## src/rtl/ysyx_22040759_ifu.sv

```systemverilog
// Instruction fetch unit: owns the PC, issues one instruction-memory request
// at a time, holds the returned word for decode and follows jump redirects
// when the held instruction is consumed.
module ysyx_22040759_ifu #(
  parameter logic [63:0] RESET_PC = 64'h8000_0000
) (
  input  logic        clk,
  input  logic        rst_n,
  output logic        imem_req_valid,
  input  logic        imem_req_ready,
  output logic [63:0] imem_req_addr,
  input  logic        imem_rsp_valid,
  input  logic [31:0] imem_rsp_data,
  output logic        inst_valid,
  input  logic        inst_ready,
  output logic [31:0] inst,
  output logic [63:0] pc,
  input  logic        redirect_valid,
  input  logic [63:0] redirect_pc
);

  localparam logic [1:0] IDLE = 2'd0;
  localparam logic [1:0] REQ  = 2'd1;
  localparam logic [1:0] WAIT = 2'd2;
  localparam logic [1:0] HOLD = 2'd3;

  logic [1:0]  state_q, state_d;
  logic [63:0] pc_q, pc_d;
  logic [31:0] inst_q, inst_d;
  logic        fire;
  logic [63:0] redirectAligned;

  // The held instruction is consumed only while it is being presented.
  assign fire            = (state_q == HOLD) && inst_ready;
  // A misaligned jump target is silently rounded down to a word boundary.
  assign redirectAligned = redirect_pc & ~64'd3;

  assign imem_req_valid = (state_q == REQ);
  assign imem_req_addr  = {pc_q[63:2], 2'b00};
  assign inst_valid     = (state_q == HOLD);
  assign inst           = inst_q;
  assign pc             = pc_q;

  // Next-state, next-PC and instruction capture; responses and redirects
  // outside their owning state leave everything untouched.
  always_comb begin
    state_d = state_q;
    pc_d    = pc_q;
    inst_d  = inst_q;
    case (state_q)
      IDLE: begin
        state_d = REQ;
      end
      REQ: begin
        if (imem_req_ready) begin
          state_d = WAIT;
        end
      end
      WAIT: begin
        if (imem_rsp_valid) begin
          inst_d  = imem_rsp_data;
          state_d = HOLD;
        end
      end
      HOLD: begin
        if (fire) begin
          pc_d    = redirect_valid ? redirectAligned : pc_q + 64'd4;
          state_d = REQ;
        end
      end
      default: begin
        state_d = IDLE;
      end
    endcase
  end

  // State, PC and held instruction; reset aborts any transaction in flight.
  always_ff @(posedge clk or negedge rst_n) begin
    if (!rst_n) begin
      state_q <= IDLE;
      pc_q    <= RESET_PC;
      inst_q  <= 32'h0;
    end else begin
      state_q <= state_d;
      pc_q    <= pc_d;
      inst_q  <= inst_d;
    end
  end

endmodule
```

## config.mk

```make
export PLATFORM = sky130hd
export DESIGN_NAME = ysyx_22040759_ifu
export DESIGN_NICKNAME = d
export VERILOG_FILES = /design/src/rtl/ysyx_22040759_ifu.sv
export SDC_FILE = /design/constraint.sdc
export NUM_CORES = 1
export LEC_CHECK = 0
export CAP_MARGIN = 20
export CORE_ASPECT_RATIO = 1.5
export CORE_UTILIZATION = 48
export CTS_BUF_LIST = sky130_fd_sc_hd__clkbuf_4
export DETAILED_ROUTE_END_ITERATION = 12
export GPL_TIMING_DRIVEN = 0
export PLACE_DENSITY = 0.89
export SLEW_MARGIN = 20
export SYNTH_ARGS = -nofsm -noshare
export SYNTH_HDL_FRONTEND = slang
export SYNTH_SLANG_ARGS = --single-unit
```

## constraint.sdc

```tcl
create_clock -name clk -period 5.3 [get_ports clk]
set_clock_uncertainty 0.15 [all_clocks]
set_input_delay 1.06 -clock clk [delete_from_list [all_inputs] [get_ports clk]]
set_output_delay 1.06 -clock clk [all_outputs]
set_load 0.01 [all_outputs]
```

Fig. 1: power grid
Scale bar: 20 um. Pins as bars on the die edge.
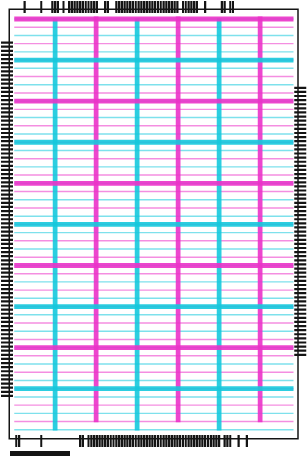
[magenta] VDD
[cyan] VSS
signal pins: 264
met4 straps: 6
met1 rails: 51
rows: 50
core region area: 12,600 um2
Worst IR Drop VDD: 0.000338 V
Die X: 95.1 um
die height: 142 um

==> out/results.ini <==
[run_status]
status = finished, final reports clean

[logic_synthesis]
synth_top_area_share = 0.381
synthCells = 711
common_cells = dfrtp_1, buf_4, nand2_1
ys_chip_area_um2 = 6240
yosys_cells = 711
synth_seq_share = 0.385
numSynthFlops = 96
yosysWarnings = 0
ys_async_sr_fraction = 1.00
topCellsByArea = dfrtp_1, buf_4, mux2_2
avgSynthCellArea_um2 = 8.78
ys_types = 58

[drt]
drt-total-wl_um = 25200
first_pass_iters = 6
drc = 0
num_vias = 7326
wl_per_cell_um = 22.1
viasPerCell = 6.40

[clocking]
cts_buffer_depth = 2
cts-root-buf = clkbuf_4
post_cts_buffers = 0
htree_levels = 3
clk_pin_slew_ps = 160
cts-resized-gates = 0
cts_tree = done
hold_buffers = 0

[global_route]
met3_usage = 0.102
grt_pass1_vias = 7301
grt_start_max_net_pins = 59
grt_pass1_wl_um = 38400
use_met2 = 0.631
grt_overflow = 0
grt_usage = 0.378
grtUsageMet1 = 0.412
antenna_found_initial = 0

[sta]
fin_crit_sh = 0.688
rsz0062_at_grt = no
final_hold_viol_count = 0
slew_violations = 0

[power_and_ir_drop]
powerDensity_nw_per_um2 = 541
switching_share = 0.419
power_leakage_nw = 3.56
power.share.clock = 0.075
power.internal_mw = 2.88

[cells_and_area]
fin_cells = 1144
fin_nets = 1090
diodes = 0
drive_gt1_frac = 0.128
syn_to_final_growth_pct = 46.9

[critical_path]
crit_buf_inv = 4
required_ps = 5520
worst_path_largest_cell_delay_ps = 670
endpoint_kind = flop
reg2reg_from = pc[2]$_DFFE_PN0P_
cp-start-kind = primary input
path_cells = clkdlybuf4s50_1, clkbuf_1, clkbuf_1, buf_1, a211oi_1, a211oi_1
crit_family = buffers and inverters
worst_ep_arrival_time_ps = 3860
cp-startpoint = redirect_valid
path_max_fanout = 10

[place]
placed_cell_area_um2 = 9050
dp_hpwl_um = 18600
placedCellCount = 1128
gp_congestion = 0.982
io_buffers = 257

[die]
ios = 264
die_area_um2 = 13500

Fig. 2: placement by cell class
Scale bar: 20 um.
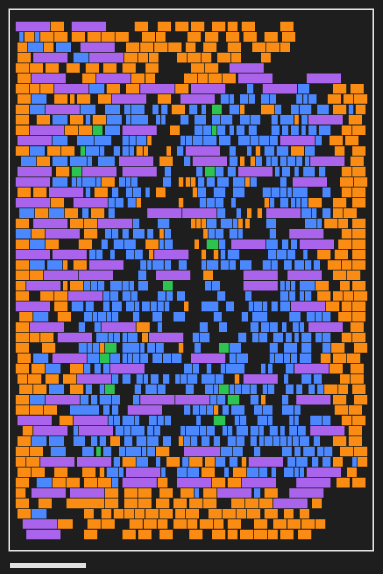
[blue] remaining logic cells | cells: 509
[green] clock drivers and dummy loads | cells: 16
[purple] registers | cells: 96
[orange] remaining buffers and delay cells | cells: 367
cell area after layout: 9170 um2
fin util: 0.729
Site Rows: 50
sequential share of cell area: 0.262

==> cells by family after synthesis <==
group / share of synthesized area
compound gates: 0.171
buf+inv: 0.115
simple gates: 0.247
flops: 0.385
other cells: 0.000601
mux: 0.0711
fa+ha+maj: 0.0100
==> final timing paths <==
kind                                        end  depth (start not counted)  slack [ps]
setup / recovery             pc[36]$_DFFE_PN0P_                          6        1660
hold / removal             inst[20]$_DFFE_PN0P_                          1         320
setup reg to reg             pc[62]$_DFFE_PN0P_                          7        1870
hold reg to reg            inst[26]$_DFFE_PN0P_                          1         380
max in group asynchronous  inst[31]$_DFFE_PN0P_                          2        4040
min in group clk           inst[26]$_DFFE_PN0P_                          1         380
==> flip-flops by register name, indices dropped and copies added (netlist names) <==
register	flops
inst	32
state_q	2
pc	62
==> area by class of cell <==
cell class                      count  area (um2)
Buffer                            109         659
Clock buffer                        9        67.6
Clock inverter                      7        46.3
Fill cell                         984        3400
Inverter                           16        60.1
Multi-Input combinational cell    493        3140
Sequential cell                    96        2400
Tap cell                          156         195
Timing Repair Buffer              258        2600
==> power groups by stage <==
stage / clock network [mW] / logic [mW] / registers (mW)
after CTS: 0.373 / 2.94 / 1.60
final: 0.374 / 2.96 / 1.63
after detailed placement: 0 / 2.93 / 1.62
after floorplan: 0 / 1.26 / 1.64
after global placement: 0 / 2.87 / 1.60
after global routing: 0.397 / 3.15 / 1.67
==> through the flow <==
step | setup TNS, ps | worst slack, ps | power [mW] | util | hold WS [ps]
after floorplan | 0 | 2560 | 2.89 | - | 397
after global placement | -69190 | -735 | 4.47 | 0.718 | 337
after detailed placement | 0 | 1330 | 4.55 | 0.720 | 346
after CTS | 0 | 1820 | 4.92 | 0.729 | 332
after global routing | 0 | 1610 | 5.22 | 0.729 | 335
final | 0 | 1660 | 4.96 | 0.729 | 319
==> per-layer routing <==
| metal | up-vias | part of all wire |
|---|---|---|
| met2 | 612 | 0.50 |
| met5 | - | 0 |
| met1 | 3406 | 0.32 |
| met3 | 139 | 0.12 |
| met4 | 0 | 0.064 |
| li1 | 3169 | - |
==> layout by cell type, fill, tap and decap left out, types with 5 or more instances in the layout <==
cell type        synthesis  final
and4_1                  10     10
clkdlybuf4s50_1          0    256
o311ai_0                 5      5
buf_4                   66     66
nand2_1                 51     51
nand3_1                 49     49
a21oi_1                 37     37
nor4_1                  23     22
ha_1                     5      5
mux2i_1                  5      5
o22ai_1                 12     12
a31oi_1                  6      6
dfrtp_1                 95     95
o211ai_1                 5      5
or4_1                   10     10
buf_1                    5      5
inv_1                   16     16
a311oi_1                 8      8
a2bb2oi_1                8      8
nor3_1                  23     23
nor2b_1                  6      6
nor2_1                  30     30
o21ai_0                 39     39
or3_1                   17     17
clkbuf_1                36     36
and3_1                  22     22
nand4_1                 26     26
and2_1                   6      6
mux2_2                  35     35
clkbuf_4                 0      9
a211oi_1                 8      8
Power figures rest on the tool's default switching activity, not on a simulated workload.
